Fig. 1: clock wires, drivers and flops
Bar = 50 um.
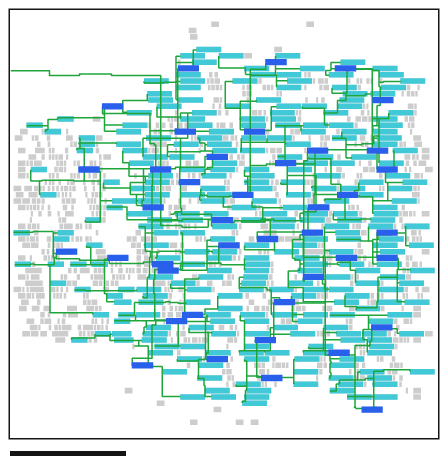
Fig. 2: metal layers overlaid
Bar = 50 um.
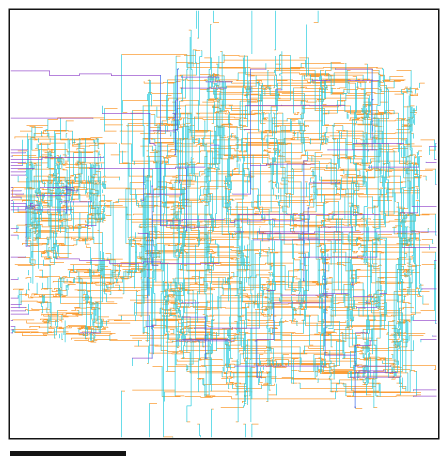
Fig. 3: sequential cells grouped by signal name
Other sequential cells in the stronger gray, the rest of the logic in the fainter gray.
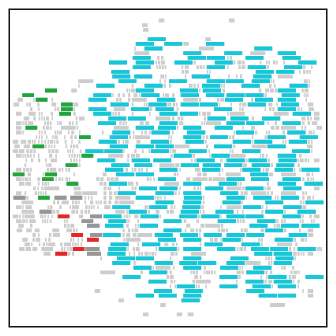
Fig. 4: I/O pins on the die edge
Pins as bars across the die edge, other pins in gray.
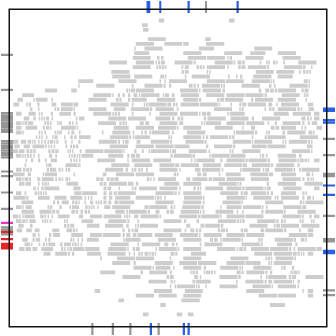
Fig. 5: the clock network
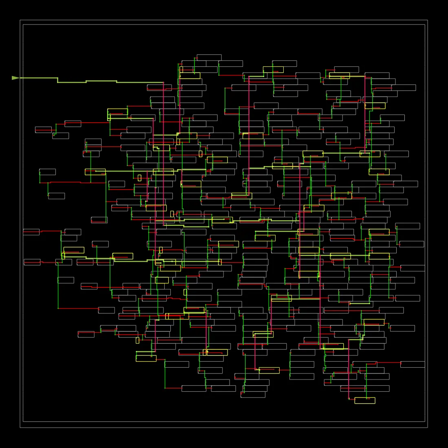
## src/rtl/pcm_out_fifo.sv

```systemverilog
// rtl/pcm_out_fifo.sv - FWFT output FIFO behind the CIC decimator with overflow tracking.
// Optional PCM_SIGNED_EN: read path converts offset-binary words to two's complement.
module pcm_out_fifo #(
  parameter int WIDTH = 16,
  parameter int DEPTH = 16,
  parameter int AW    = $clog2(DEPTH)
) (
  input  logic             mclk1,
  input  logic             reset,
  input  logic [WIDTH-1:0] data_in,
  input  logic             data_en,
  input  logic             out_ready,
  output logic             out_valid,
  output logic [WIDTH-1:0] out_data,
  output logic [AW:0]      level,
  output logic             full,
  output logic             empty,
  output logic             overflow,
  output logic [15:0]      drop_count,
  input  logic             clear_ovf
);

  logic [WIDTH-1:0] mem [DEPTH];
  logic [AW:0]      wr_ptr;
  logic [AW:0]      rd_ptr;
  logic [WIDTH-1:0] head;
  logic             pop;
  logic             push;
  logic             drop;

  // Pointers carry one extra wrap bit so full and empty are distinguishable.
  assign empty = (wr_ptr == rd_ptr);
  assign full  = (wr_ptr[AW] != rd_ptr[AW]) && (wr_ptr[AW-1:0] == rd_ptr[AW-1:0]);
  assign level = wr_ptr - rd_ptr;

  assign out_valid = ~empty;
  assign pop       = out_valid & out_ready;
  assign push      = data_en & (~full | pop);
  assign drop      = data_en & full & ~pop;

  assign head = mem[rd_ptr[AW-1:0]];

`ifdef PCM_SIGNED_EN
  assign out_data = {~head[WIDTH-1], head[WIDTH-2:0]};
`else
  assign out_data = head;
`endif

  always_ff @(posedge mclk1) begin
    if (push) begin
      mem[wr_ptr[AW-1:0]] <= data_in;
    end
  end

  always_ff @(posedge mclk1) begin
    if (reset) begin
      wr_ptr <= '0;
      rd_ptr <= '0;
    end else begin
      if (push) begin
        wr_ptr <= wr_ptr + 1'b1;
      end
      if (pop) begin
        rd_ptr <= rd_ptr + 1'b1;
      end
    end
  end

  // A drop in the same cycle as clear_ovf restarts the count at one.
  always_ff @(posedge mclk1) begin
    if (reset) begin
      overflow   <= 1'b0;
      drop_count <= 16'h0000;
    end else if (drop) begin
      overflow <= 1'b1;
      if (clear_ovf) begin
        drop_count <= 16'h0001;
      end else if (drop_count != 16'hFFFF) begin
        drop_count <= drop_count + 16'h0001;
      end
    end else if (clear_ovf) begin
      overflow   <= 1'b0;
      drop_count <= 16'h0000;
    end
  end

endmodule

```

## config.mk

```make
export PLATFORM = sky130hd
export DESIGN_NAME = pcm_out_fifo
export DESIGN_NICKNAME = d
export VERILOG_FILES = /design/src/rtl/pcm_out_fifo.sv
export SDC_FILE = /design/constraint.sdc
export NUM_CORES = 1
export LEC_CHECK = 0
export ABC_AREA = 1
export CAP_MARGIN = 0
export CORE_UTILIZATION = 36
export CTS_CLUSTER_SIZE = 8
export DETAILED_ROUTE_END_ITERATION = 10
export PLACE_DENSITY = 0.58
export SETUP_SLACK_MARGIN = 0.15
export SLEW_MARGIN = 20
export SYNTH_ARGS = -nofsm -noshare
export SYNTH_HDL_FRONTEND = slang
export SYNTH_SLANG_ARGS = --single-unit
```

## constraint.sdc

```tcl
create_clock -name mclk1 -period 5.5 [get_ports mclk1]
set_input_delay 1.65 -clock mclk1 [delete_from_list [all_inputs] [get_ports mclk1]]
set_output_delay 1.65 -clock mclk1 [all_outputs]
set_load 0.01 [all_outputs]
```

==> results.txt <==
State of the implementation.

- The warning count from the yosys run is 0, for reference.
- The area of the die is 0.0340 mm2, for reference.
- The report shows a maximum critical-path fanout of roughly 80.
- The total track usage is 0.172, for reference.
- The synthesized design spends more area on one cell type than any other, namely edfxtp_1.
- The beginning of the worst register-to-register path is wr_ptr[0]$_SDFFE_PP0P_, for reference.
- The most critical min-delay path falls under reg2reg.
- The main area contributors are edfxtp_1 (64%), nor2_1 (7.0%), o21ai_0 (6.0%).
- At the worst endpoint, the arrival time is 3.17 ns.
- The iteration-0 DRC count of the detailed router is between 500 and 600, for reference.
- The synthesis-to-layout area growth is 18.8%, for reference.
- The layout report lists the multi-input gate area as around 0.0033 mm2.
- The final-report hold violation count is 0, for reference.
- After clock tree synthesis, the flow added hold-fix buffers numbering 0.
- The maximum number of pins on one net before global-route repair is around 83, for reference.
- The last weighted congestion value of the routability-driven placer is about 0.8, for reference.
- After floorplanning, the core was sized to cover 0.0326 mm2.
- The run finished with clean final reports.
- The fmax is 0.207 GHz, for reference.
- The worst setup path is launched from a flip-flop.
- The I/O pin count is about 62, for reference.
- The synthesis area per yosys is between 0.01 and 0.015 mm2, for reference.
- The post-route clock period utilization is 0.876, for reference.
- The number of antenna violations at the first check in global routing came to 1.
- Setup repair after global routing left no endpoint under its margin.
- The area of all sequential standard cells is between 0.008 and 0.009 mm2, for reference.
- The top cell type in the final layout, fill and taps aside, is edfxtp_1.
- The slew check shows that the tightest pin keeps a relative margin of 0.246.
- The number of standard cells in the layout, taps in and fillers out is roughly 1600, for reference.
- Once synthesis finished, the tally of register bits stood at 287.
- The number of H-tree levels is 2, for reference.
- Dividing the detail-routed via count by the number of cells gives approximately 5.1.
- The library cells used most frequently in the layout, excluding fill and tap cells, are edfxtp_1 (256), nor2_1 (206), o21ai_0 (143), nand2_1 (88), o211ai_1 (64).
- The minimum clock period after layout is about 4.8 ns, for reference.
- OpenROAD emitted warnings numbering 29.
- After synthesis, the design contains about 1000 cells according to Yosys.
- Counting the fill cells in the layout gives 3006.
- In the final timing run, aggregate negative setup slack is 0 ns.
- Per the placement report, the placed cell count is between 1500 and 2000.
- The library cell used as clock root buffer is clkbuf_16, for reference.
- The maximum vdd drop is slightly below 0.2 mV, for reference.
- The via count of the first global-routing pass is roughly 7500, for reference.
- The number of gates given a new drive strength after cts is 0, for reference.
- The number of cells produced by synthesis is 1033, for reference.
- The total grt overflow is 0, for reference.
- The tool flagged a number of max-cap violations equal to 0.
- The initial core utilization is 0.367, for reference.
- The capture point of the critical path was reported as out_data[3].
- Counting every net in the synthesized netlist gives around 1100.
- The final report lists the setup-violating endpoint count as 0.
- The number of optimization iterations in the first detailed-route pass is 5, for reference.
- Setup slack on the worst reg-to-reg path comes out at approximately 2.7 ns.
- The total power is around 5.4 mW, for reference.
- After synthesis, the netlist uses 35 different library cells.
- In the final layout, the share of cells above drive strength 1 is 0.0941.
- STA classifies the critical path endpoint as an output port.
- For the pin with the worst max-slew slack, the measured transition is 1.13 ns.
- The total non-filler cell area in the finished layout is between 0.01 and 0.015 mm2, for reference.
- TritonCTS built the clock tree.
- Averaged over all synthesized cells, the footprint is 11.6 um2.
- On the worst setup and hold paths after CTS, the clock-pin slew comes to approximately 0.050 ns.
- Looking at the post-CTS report, the setup buffer insertion count equals 0.
- The post-detailed-placement cell area is roughly 0.013 mm2, for reference.
- The destination of the worst register-to-register timing path is mem[14][11]$_DFFE_PP_, for reference.
- According to the floorplan log, the row count is between 60 and 70.
- The number of nets with antenna violations after routing is 0, for reference.
- The total leakage power is 4.62 nW, for reference.
- After synthesis the cells add up to approximately 0.012 mm2.
- The HPWL after detailed placement is about 16 mm, for reference.
- The net count of the finished layout is 1134, for reference.
- The global-route wire length before repair is 44.0 mm, for reference.
- The script computed a power per unit cell area of about 380 mW/mm2.
- The worst endpoint required time is 3.85 ns, for reference.
- In the final report, the number of pins over their slew limit comes to 0.
- The area share of the leading cell type in the synthesized netlist is 0.643, for reference.
- The worst setup path is of the reg2out kind.
- The proportion of synthesized chip area in sequential cells is 0.694, for reference.
Back to the opening pictures, Fig. 1:
[clock drivers] blue | count: 41
[flip-flops] cyan | count: 287
[clock wires] green | length: 3730 um
routed clock nets: 42
clock network latency to the later pin of the worst-skew pair: 0.53 ns
worst clock skew: 0.0151 ns
power consumed by the clock network: 2.26 mW
part of the power in the clock network: 0.418

Back to the opening pictures, Fig. 2:
| layer | color | wire length |
|---|---|---|
| metal 2 | cyan | 13400 um |
| metal 4 | blue | 559 um |
| metal 1 | orange | 13200 um |
| metal 3 | purple | 1570 um |
total number of vias: 7932
total routed wirelength: 28.7 mm
detailed-route wire length per cell: 18.4 um

Back to the opening pictures, Fig. 3:
| netlist name | color | placed flops |
|---|---|---|
| rd_ptr | red | 5 |
| mem | cyan | 256 |
| drop_count | green | 16 |
not colored: 10
utilization after layout: 0.436
seq pwr: 2.47 mW
share of cell area taken by flip-flops and latches: 0.585

Back to the opening pictures, Fig. 4:
| port | color | pins | direction | edge |
|---|---|---|---|---|
| out_data | blue | 16 | output | 8 east, 5 north, 3 south |
| level | red | 5 | output | west |
| out_ready | magenta | 1 | input | west |
all pins by edge: 32 west, 17 east, 7 south, 6 north
Chip Width: 184 um
height of the chip: 184 um
I/O Buffers: 61

Back to the opening pictures, Fig. 5:
sink count of the clock tree: 287
CTS Buf Count: 41

## through the flow
step	worst slack, ns	hold slack [ns]
floorplan	2.29	0.491
global placement	1.18	0.446
detailed placement	1.20	0.450
CTS	0.651	0.475
global route	0.389	0.513
finish	0.681	0.470
## worst min-delay path by stage
stage,start,end,slack (ns),depth (start not counted)
finish,overflow$_SDFFE_PP0P_,overflow$_SDFFE_PP0P_,0.47,2
global route,overflow$_SDFFE_PP0P_,overflow$_SDFFE_PP0P_,0.51,2
CTS,overflow$_SDFFE_PP0P_,overflow$_SDFFE_PP0P_,0.47,2
detailed placement,overflow$_SDFFE_PP0P_,overflow$_SDFFE_PP0P_,0.45,2
global placement,overflow$_SDFFE_PP0P_,overflow$_SDFFE_PP0P_,0.45,2
floorplan,overflow$_SDFFE_PP0P_,overflow$_SDFFE_PP0P_,0.49,2
## where the power goes
part,switching [mW],internal (mW),leakage (nW)
clock network,0.883,1.38,0.550
logic,0.417,0.273,1.51
registers,0.0539,2.41,2.57
## synthesized netlist by cell type, drive strengths merged
library cell,number
a21oi,27
and3,1
buf,21
clkbuf,32
dfxtp,31
edfxtp,256
fa,1
ha,10
inv,46
nand2,97
nand3,42
nand4,10
nor2,227
nor3,4
nor3b,2
o211ai,64
o21ai,157
o21bai,1
or2,1
xor2,3
## state kept, by name, summed over array words and instances (netlist names), named ones only
signal,count
drop_count,16
mem,256
overflow,1
rd_ptr,5
wr_ptr,5
## cells by family after synthesis
family	synth area share
buffers and inverters	0.0355
AND/OR/NAND/NOR	0.137
AND-OR/OR-AND	0.118
XOR/XNOR	0.00220
flip-flops	0.694
adder cells (fa/ha/maj)	0.0121
## worst max-delay path: stages, from the launching register on
cell and delay (ns):
dfxtp_4 0.67, buf_4 0.71, o21ai_0 0.20, o211ai_1 0.23
nand3_1 0.17, nand2_1 0.10, clkdlybuf4s50_1 0.53
## layer usage
metal,part of all wire,track usage
met2,0.47,0.281
met1,0.46,0.235
met3,0.055,0.0302
met4,0.019,0.0493
met5,0,0
## final cells by class
cell class	count	area share
Tap cell	442	0.0389
Sequential cell	287	0.585
Multi-Input combinational cell	647	0.230
Clock inverter	2	0.00255
Timing Repair Buffer	79	0.0533
Clock buffer	55	0.0774
Inverter	46	0.0123
Antenna cell	1	0.000176
Power is estimated from default activity; no workload was simulated.
